Figure 1. Clock wires, drivers and flops (run 1).
Drawn at 8 px/um.
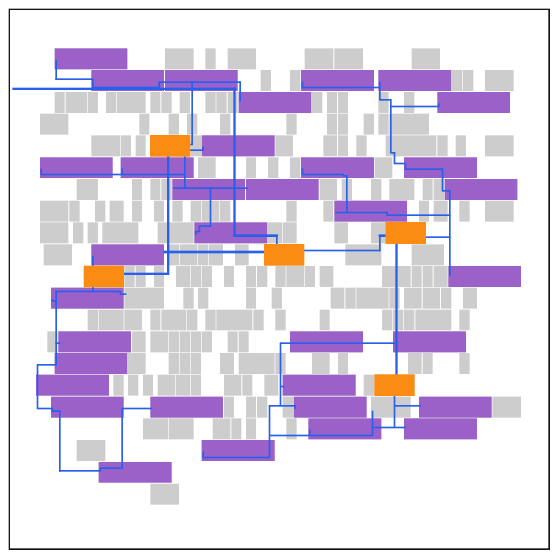
Figure 2. Selected gate families (run 1).
Drawn at 6 px/um.
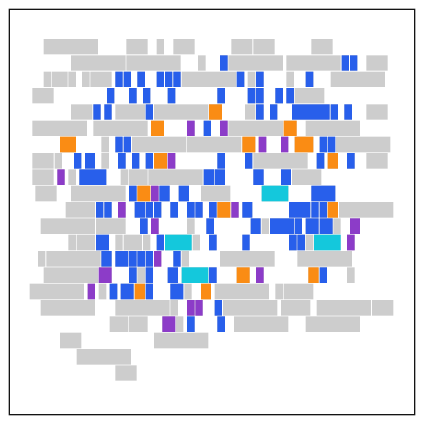
Figure 3. Clock routing (run 1).
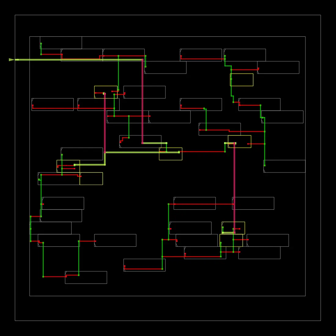
$ cat src/rtl/ppm_demod.sv
// ppm_demod: pulse-position demodulator. Recovers the slot index of the pulse
// in each frame (frame aligned by frame_sync) and hands the decoded value,
// with missing/multi-pulse flags, to a one-entry valid/ready output register.
// Optional macro PPM_DEMOD_SYNC_EN adds a 2-flop synchronizer ahead of the
// sample register (pipeline depth 3 instead of 1).
module ppm_demod #(
  parameter int FRAME_BITS = 8
) (
  input  logic                  clk,
  input  logic                  rst,
  input  logic                  ppm_in,
  input  logic                  frame_sync,
  output logic [FRAME_BITS-1:0] data_out,
  output logic                  err_missing,
  output logic                  err_multi,
  output logic                  data_valid,
  input  logic                  data_ready,
  output logic                  overflow,
  output logic                  locked
);

`ifdef PPM_DEMOD_SYNC_EN
  localparam int P = 3;
`else
  localparam int P = 1;
`endif

  localparam logic [FRAME_BITS-1:0] SLOT_MAX = '1;

  typedef enum logic {IDLE, RUN} state_t;

  state_t                state, state_nxt;
  logic [P-1:0]          ppm_q, sync_q;
  logic                  s_ppm, s_sync, prev, rise;
  logic [FRAME_BITS-1:0] slot, pos;
  logic [1:0]            cnt;

  logic                  active, first, frame_end;
  logic [FRAME_BITS-1:0] cur_slot, base_pos, nxt_pos;
  logic [1:0]            base_cnt, nxt_cnt;

  // Identical delay line for pulse and sync keeps their alignment intact.
  always_ff @(posedge clk or posedge rst) begin
    if (rst) begin
      ppm_q  <= '0;
      sync_q <= '0;
    end else begin
      ppm_q[0]  <= ppm_in;
      sync_q[0] <= frame_sync;
      for (int i = 1; i < P; i++) begin
        ppm_q[i]  <= ppm_q[i-1];
        sync_q[i] <= sync_q[i-1];
      end
    end
  end

  assign s_ppm  = ppm_q[P-1];
  assign s_sync = sync_q[P-1];
  assign rise   = s_ppm && !prev;

  // Previous sample for edge detect; deliberately not cleared at frame edges.
  always_ff @(posedge clk or posedge rst) begin
    if (rst) prev <= 1'b0;
    else     prev <= s_ppm;
  end

  // FSM state register.
  always_ff @(posedge clk or posedge rst) begin
    if (rst) state <= IDLE;
    else     state <= state_nxt;
  end

  // FSM next state: only the first sync matters; RUN is left only by reset.
  always_comb begin
    state_nxt = state;
    if (state == IDLE && s_sync) state_nxt = RUN;
  end

  // FSM outputs.
  always_comb begin
    locked = (state == RUN);
  end

  // Slot tracking: a sync cycle is always slot 0 (first lock or resync), and
  // slot 0 starts a fresh frame, so any partial frame is simply discarded.
  always_comb begin
    active    = (state == RUN) || s_sync;
    cur_slot  = s_sync ? '0 : slot;
    first     = (cur_slot == '0);
    base_cnt  = first ? 2'd0 : cnt;
    base_pos  = first ? '0 : pos;
    nxt_cnt   = (rise && base_cnt != 2'd2) ? base_cnt + 2'd1 : base_cnt;
    nxt_pos   = (rise && base_cnt == 2'd0) ? cur_slot : base_pos;
    frame_end = active && (cur_slot == SLOT_MAX);
  end

  // Per-frame accumulators: slot counter, first-rise position, rise count.
  always_ff @(posedge clk or posedge rst) begin
    if (rst) begin
      slot <= '0;
      pos  <= '0;
      cnt  <= 2'd0;
    end else if (active) begin
      slot <= cur_slot + FRAME_BITS'(1);
      pos  <= nxt_pos;
      cnt  <= nxt_cnt;
    end
  end

  // One-entry output register; a result arriving while the held one is
  // stalled is dropped and recorded in the sticky overflow flag.
  always_ff @(posedge clk or posedge rst) begin
    if (rst) begin
      data_out    <= '0;
      err_missing <= 1'b0;
      err_multi   <= 1'b0;
      data_valid  <= 1'b0;
      overflow    <= 1'b0;
    end else if (frame_end && (!data_valid || data_ready)) begin
      data_out    <= (nxt_cnt == 2'd0) ? '0 : nxt_pos;
      err_missing <= (nxt_cnt == 2'd0);
      err_multi   <= (nxt_cnt == 2'd2);
      data_valid  <= 1'b1;
    end else if (frame_end) begin
      overflow    <= 1'b1;
    end else if (data_valid && data_ready) begin
      data_valid  <= 1'b0;
    end
  end

endmodule
$ cat config.mk
export PLATFORM = sky130hd
export DESIGN_NAME = ppm_demod
export DESIGN_NICKNAME = d
export VERILOG_FILES = /design/src/rtl/ppm_demod.sv
export SDC_FILE = /design/constraint.sdc
export NUM_CORES = 1
export LEC_CHECK = 0
export ABC_AREA = 1
export CAP_MARGIN = 30
export CORE_MARGIN = 3
export CORE_UTILIZATION = 45
export CTS_BUF_LIST = sky130_fd_sc_hd__clkbuf_8
export CTS_CLUSTER_SIZE = 14
export DETAILED_ROUTE_END_ITERATION = 6
export GPL_ROUTABILITY_DRIVEN = 0
export PLACE_DENSITY = 0.72
export SYNTH_ARGS = -nofsm -noshare
export SYNTH_HDL_FRONTEND = slang
export SYNTH_SLANG_ARGS = --single-unit
$ cat constraint.sdc
create_clock -name clk -period 5.5 [get_ports clk]
set_input_delay 1.1 -clock clk [delete_from_list [all_inputs] [get_ports clk]]
set_output_delay 1.1 -clock clk [all_outputs]
set_load 0.02 [all_outputs]
==> out/summary.txt, run 1 <==
Routed Antenna Nets -> 0
Yosys simple share -> 30.3%
Post-Route WL -> 3230 um
CTS H-tree depth -> 2
Xor/xnor share -> 2.59%
Hold Buf Count CTS -> 0
Grt met3 use -> 4.66%
Outcome -> complete, no violations
Met1 usage -> 22.2%
Tool Warnings -> 28
Met3 wire length -> 140 um
Largest area contributor in the netlist -> dfrtp_1
Critical Path RT -> 5680 ps
Worst hold start -> ppm_q
Maximum Capacitance Violations -> 0
Die W -> 67.3 um
Synth warn -> 0
NumNets Final -> 237
CP Class -> reg -> reg
Total I/O pin count -> 18
Count of library flops with an enable pin -> 0
First-pass DRT Iterations -> 4
CP Capture Type -> register
Ys cells -> 207
Die Footprint -> 4530 um2
Final setup fails -> 0
HP Class -> reg -> reg
Core Box Area -> 3470 um2
Top cell area share -> 50.3%
Mux area share -> 0%
Worst r2r src -> s_sync
Main flop type -> dfrtp_1
Asr flop ratio synth -> 100%
CP max FO -> 11
Unique cell types -> 26
Internal Power -> 402 uW
Worst EP arrival -> 2870 ps
About Figure 1:
clock wires -> blue  # length 436 um
cells driving clock nets -> orange  # count 5
flip-flops -> purple  # count 34
flops lie = all over the die
clock share of power: 40.2%
Clock Power: 214 uW

About Figure 2:
NAND gates -> blue  # cells 96, most used nand2_1
inverting AOI/OAI gates -> orange  # cells 15, most used a31oi_1
NOR gates -> purple  # cells 19, most used nor2_1
adder and majority cells -> cyan  # cells 4, most used ha_1, where centre
Commonest Layout Cell: nand2_1
fin cells: 275
multi-input combinational area share: 34.7%

About Figure 3:
clock skew: 5.11 ps
clk ins delay skew pair: 280 ps
clkbuf count: 8
Clock Sink Count: 34

-- run 1: flip-flops by register name, indices dropped and copies added, names as in the netlist --
register and cells:
cnt 2, data_out 8, data_valid 1, err_missing 1, err_multi 1, locked 1
overflow 1, pos 8, ppm_q 1, prev 1, s_sync 1, slot 8
-- run 1: area by class of cell --
type	count	area [um2]	area share, %
sequential	34	851	42.4
multi-input combinational	139	697	34.7
timing repair buffer	18	178	8.85
inverter	30	114	5.67
clock buffer	8	110	5.49
tap	46	57.6	2.87
-- run 1: power groups by stage --
stage,clock [uW],sequential [uW],combinational [uW]
after floorplan,0,270,40.8
after global placement,0,272,49.9
after detailed placement,0,272,51.4
after CTS,217,268,51.5
after global routing,227,269,57.9
final,214,268,50.6
-- run 1: stage by stage --
stage,utilization [%],total power [uW],hold WS [ps]
after global routing,57.9,554,400
final,57.9,532,388
after global placement,54.7,322,370
after CTS,57.9,536,393
after floorplan,-,311,354
after detailed placement,54.7,323,374
-- run 1: worst max-delay path, stage by stage, from the launching register on --
cell and delay [ps]:
dfrtp_1 420, nor2_1 260, inv_1 80, ha_1 200, nand2_1 60, nor2_1 40
nand2_1 300, nand2_1 170, ha_1 220, nand2_1 230, inv_1 190, nand2_1 130
nand2_1 60, nand2_1 70, nand2_1 50, nand2_1 60, inv_1 40
-- run 1: path summary, 6_finish.rpt --
check                              end  slack (ps)  cells past startpoint
setup / recovery           data_out[6]        2820                     16
hold / removal                    prev         390                      0
setup reg to reg           data_out[6]        2820                     16
hold reg to reg                   prev         390                      0
max in group asynchronous      slot[4]        3980                      3
min in group asynchronous  data_out[6]        1210                      3
Figure 4. Signal wires by layer (run 1).
Drawn at 4 px/um. Only two layers are drawn.
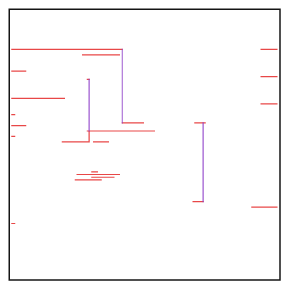

==> run 2, diff against run 1 <==
--- a/config.mk
+++ b/config.mk
@@ -13,7 +13,7 @@
 export CTS_CLUSTER_SIZE = 14
 export DETAILED_ROUTE_END_ITERATION = 6
 export GPL_ROUTABILITY_DRIVEN = 0
-export PLACE_DENSITY = 0.72
+export PLACE_DENSITY = 0.74
 export SYNTH_ARGS = -nofsm -noshare
 export SYNTH_HDL_FRONTEND = slang
 export SYNTH_SLANG_ARGS = --single-unit
==> constraint.sdc (replaced) <==
create_clock -name clk -period 2.2 [get_ports clk]
set_input_delay 0.44 -clock clk [delete_from_list [all_inputs] [get_ports clk]]
set_output_delay 0.44 -clock clk [all_outputs]
set_load 0.02 [all_outputs]
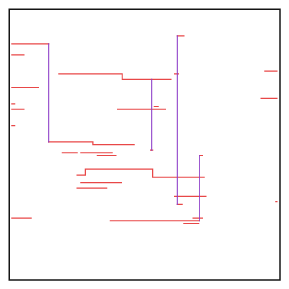
Figure 5: run 2, signal wires by layer.
Drawn at 4 px/um. Only two layers are drawn.
met4 -> purple  # wire length 101 um
met3 -> red  # wire length 209 um
GRT Total Usage: 17.9%
Post-Route WL: 3730 um
vias: 1,438
Routed wire per std cell: 12.9 um

==> run 2 against run 1 <==
The run now ends with negative setup slack left. Critical endpoint is now data_out[3]. Largest cell class unchanged. Power rose by 140%. Largest power group unchanged. Critical path type unchanged. Maximum frequency rose by 20%. Clock power rose by 98%. Setup slack got worse by 2900 ps. Sequential share of layout area fell by 3.1 points. Clock-buffer cell count fell by 3. Flip-flop count did not move. Synthesized cell count did not move.
==> out/summary.txt, run 2 <==
Tool Warnings -> 29 (+3.6%)
CP cell instances -> inv_1 > nor2_2 > inv_1 > ha_1 > nand2_1 > nor2_1 > nand2_2 > nand2_2 > inv_2 > ha_4 > nor3_4 > nand3_2 > nand2_4 > nand3_4 > nand2_2 > inv_1
Clock skew -> 2.20 ps (-2.91 ps)
First-pass DRT Iterations -> 4 (unchanged)
Mux area share -> 0% (unchanged)
Synth warn -> 0 (unchanged)
Outcome -> finished, violations left
CTS H-tree depth -> 2 (unchanged)
Logic area -> 768 um2 (+10%)
Total Power -> 1280 uW (+140%)
CP Class -> reg -> reg
Final setup fails -> 6 (+6)
Failing checks -> negative setup slack
PnR worst setup slack -> -36.3 ps
Die Footprint -> 4530 um2 (unchanged)
Largest area contributor in the netlist -> dfrtp_1
Layout Utilization -> 62.4% (+4.5 points)
NumNets Final -> 252 (+6.3%)
Family with the most delay on the worst path -> simple AND/OR/NAND/NOR gates
Biggest regs -> data_out (8), pos (8), slot (8)
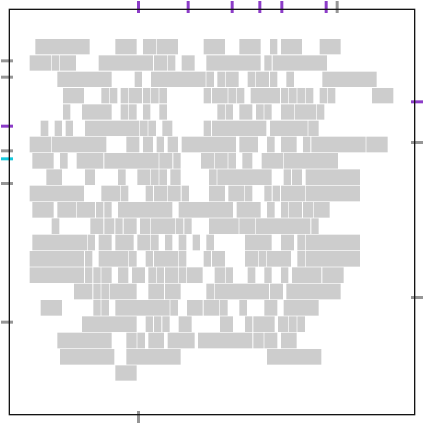
Figure 6: run 2, ports around the boundary.
Drawn at 6 px/um. Pins as bars across the die edge, other pins in grey.
data_out -> purple  # pins 8, direction output, edge 6 top, 1 left, 1 right
data_ready -> cyan  # pins 1, direction input, edge left
IO Port Bufs: 17
Die W: 67.3 um

-- run 2: netlist changes by cell type in the layout (fill, tap and decap cells not counted), moves of 2 or more --
cell      before  now
clkbuf_8       8    5
inv_2          1    4
buf_4          1   14
nand2_1       73   59
nand2_2        3   16
buf_6          0    2
-- run 2: per-layer routing --
metal,track usage (%),part of all wire [%],vias to the layer above
met5,0,0,-
met4,8.61,2.7,0
met3,6.82,5.6,8
met2,27.4,48,43
met1,22.2,43,672
li1,-,-,715
-- run 2: area by class of cell --
cell class	instances	area share [%]
clock inverter	2	0.347
sequential	34	39.3
timing repair buffer	33	13.8
tap	46	2.66
inverter	30	5.26
multi-input combinational	139	35.5
clock buffer	5	3.18
-- run 2: final timing paths --
| kind | slack (ps) | end | start |
|---|---|---|---|
| min in group asynchronous | 540 | data_out[6] | rst |
| max in group asynchronous | 1360 | cnt[1] | rst |
| max reg2reg | -40 | data_out[3] | slot[0] |
| min reg2reg | 380 | prev | ppm_q |
| min | 380 | prev | ppm_q |
| max | -40 | data_out[3] | slot[0] |
-- run 2: power by group --
part / leakage (uW) / total [uW] / switching (uW) / internal, uW
clock network: 0.0000466 / 424 / 216 / 208
registers: 0.000452 / 673 / 24.9 / 648
logic: 0.000713 / 187 / 111 / 76.6
-- run 2: repair_timing --
| item | CTS | global route |
|---|---|---|
| resized | 1 | 24 |
| endpoints found under the setup margin | 9 | 12 |
| pin swaps | 1 | 11 |
| buffers inserted | 1 | 6 |
| hold endpoints to repair | 0 | 0 |
-- run 2: per-stage QoR --
stage | hold slack, ps | setup TNS [ps]
after floorplan | 354 | 0
after global placement | 371 | 0
after detailed placement | 371 | -233
after CTS | 386 | 0
after global routing | 406 | -1340
final | 385 | -89.5
Figure 7. Selected gate families (run 2).
Drawn at 6 px/um.
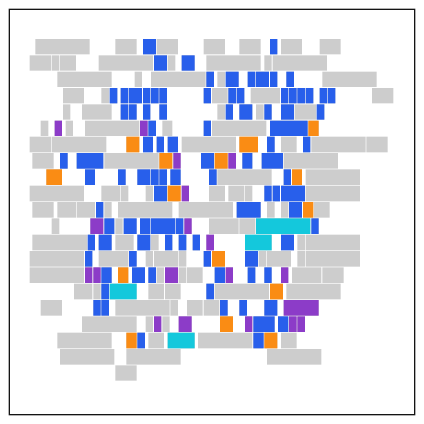

==> run 3, diff against run 2 <==
--- a/config.mk
+++ b/config.mk
@@ -8,12 +8,12 @@
 export ABC_AREA = 1
 export CAP_MARGIN = 30
 export CORE_MARGIN = 3
-export CORE_UTILIZATION = 45
+export CORE_UTILIZATION = 51
 export CTS_BUF_LIST = sky130_fd_sc_hd__clkbuf_8
 export CTS_CLUSTER_SIZE = 14
 export DETAILED_ROUTE_END_ITERATION = 6
 export GPL_ROUTABILITY_DRIVEN = 0
-export PLACE_DENSITY = 0.74
+export PLACE_DENSITY = 0.82
 export SYNTH_ARGS = -nofsm -noshare
 export SYNTH_HDL_FRONTEND = slang
 export SYNTH_SLANG_ARGS = --single-unit
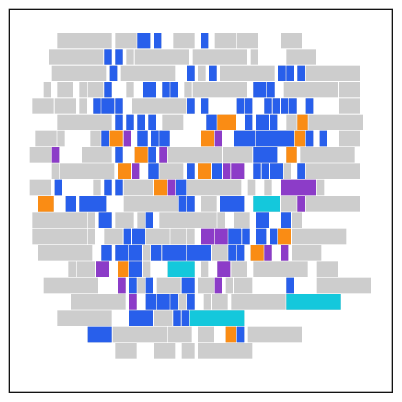
Figure 8: run 3, selected gate families.
Drawn at 6 px/um.
adder and majority cells -> cyan  # cells 4
inverting AOI/OAI gates -> orange  # cells 15, most used a31oi_1
NAND gates -> blue  # cells 96, most used nand2_1
NOR gates -> purple  # cells 19, most used nor2_1
fin cells: 286
multi-input combinational area share: 36.2%

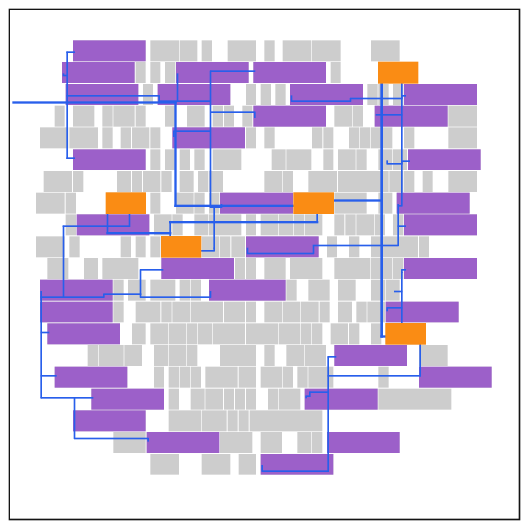
Figure 9: run 3, clock wires, drivers and flops.
Drawn at 8 px/um.
flip-flops -> purple  # count 34
cells driving clock nets -> orange  # count 5
clock wires -> blue  # length 421 um
routed clock nets = 6
Clock Power: 430 uW
clock skew: 5.58 ps
clock share of power: 33.5%

==> run 3 against run 2 <==
The flow now finishes without violations. Flip-flop count unchanged. Clock skew increased by 3.4 ps. Clock power increased by 1%. Power about the same. Register-to-register slack improved by 90 ps. Sequential share of layout area decreased by 0.46 points. Die size decreased by 11%. Synthesized area unchanged. Global-route usage increased by 0.34 points. Wire length decreased by 2.9%. Critical endpoint unchanged.
==> out/summary.txt, run 3 <==
Outcome -> complete, no violations
Layout Utilization -> 70.7% (+8.3 points)
DR WL met2 -> 1730 um (-4.0%)
R2R setup slack -> 50 ps (+90 ps)
First-pass DRT Iterations -> 4 (unchanged)
Biggest regs -> data_out (8), pos (8), slot (8)
Highest Signal Layer -> met4
Worst r2r src -> s_sync
Synth warn -> 0 (unchanged)
Grt met3 use -> 6.24% (-0.58 points)
Final clock-cell share -> 3.59% (+0.068 points)
IO Port Bufs -> 17 (unchanged)
NumNets Final -> 251 (-0.40%)
Tap Count -> 44 (-4.3%)
Tool Warnings -> 28 (-3.4%)
M2 GR Usage -> 28.0% (+0.67 points)
Routed wire per std cell -> 12.7 um (-1.9%)
MI comb cells -> 139 (unchanged)
Post-Route WL -> 3620 um (-2.9%)
Worst hold start -> ppm_q
Nonclk inv count -> 30 (unchanged)
Die Footprint -> 4040 um2 (-11%)
Sequential cell area share -> 38.8% (-0.46 points)
## run 3: cell counts after synthesis
No cell type changed its count.
## run 3: report_power, final
| group | leakage [uW] | switching, uW | total, uW | internal [uW] |
|---|---|---|---|---|
| clock network | 0.0000438 | 218 | 430 | 212 |
| logic | 0.000731 | 107 | 180 | 72.3 |
| registers | 0.000451 | 27.8 | 675 | 648 |
| total | 0.00123 | 353 | 1290 | 932 |
## run 3: cells by family after synthesis
logic type,synth area share [%]
buffers and inverters,8.51
and+or+nand+nor,30.3
xor gates and xnor gates,2.59
adders and majority gates,2.96
DFF,50.3
AOI/OAI and AO/OA,5.40
## run 3: how the worst max path moves through the flow
stage / depth (start not counted) / endpoint / from
6_report: 16 / data_out[3] / s_sync
5_1_grt: 17 / data_out[4] / slot[0]
4_1_cts: 16 / data_out[2] / s_sync
3_5_place_dp: 15 / data_out[2] / s_sync
3_3_place_gp: 16 / data_out[3] / s_sync
2_1_floorplan: 17 / data_out[3] / s_sync
## run 3: what timing repair did
action / in CTS / in global routing
cloned: 0 / 0
hold endpoints to repair: 0 / 0
pin swaps: 1 / 10
buffers inserted: 0 / 7
endpoints found under the setup margin: 8 / 15
gates resized: 0 / 36
## run 3: critical path, delay by kind of cell (launching register included)
family | cells | cell delay, ps
adder cells (fa/ha/maj) | 2 | 360
buffers and inverters | 3 | 250
flip-flops | 1 | 450
AND/OR/NAND/NOR | 11 | 970
## run 3: through the flow
step | cells | power, uW | cell area (um2) | hold slack, ps | worst slack (ps)
finish | 286 | 1290 | 2190 | 394 | 54.3
global route | 286 | 1350 | 2190 | 403 | -76.1
CTS | 279 | 1250 | 2030 | 405 | 6.18
detailed placement | 272 | 819 | 1950 | 390 | -13.1
global placement | 272 | 816 | 1950 | 374 | 110
floorplan | 207 | 779 | 1700 | 354 | 22.8
No activity file was given, so power comes from the tool's default toggle rates.
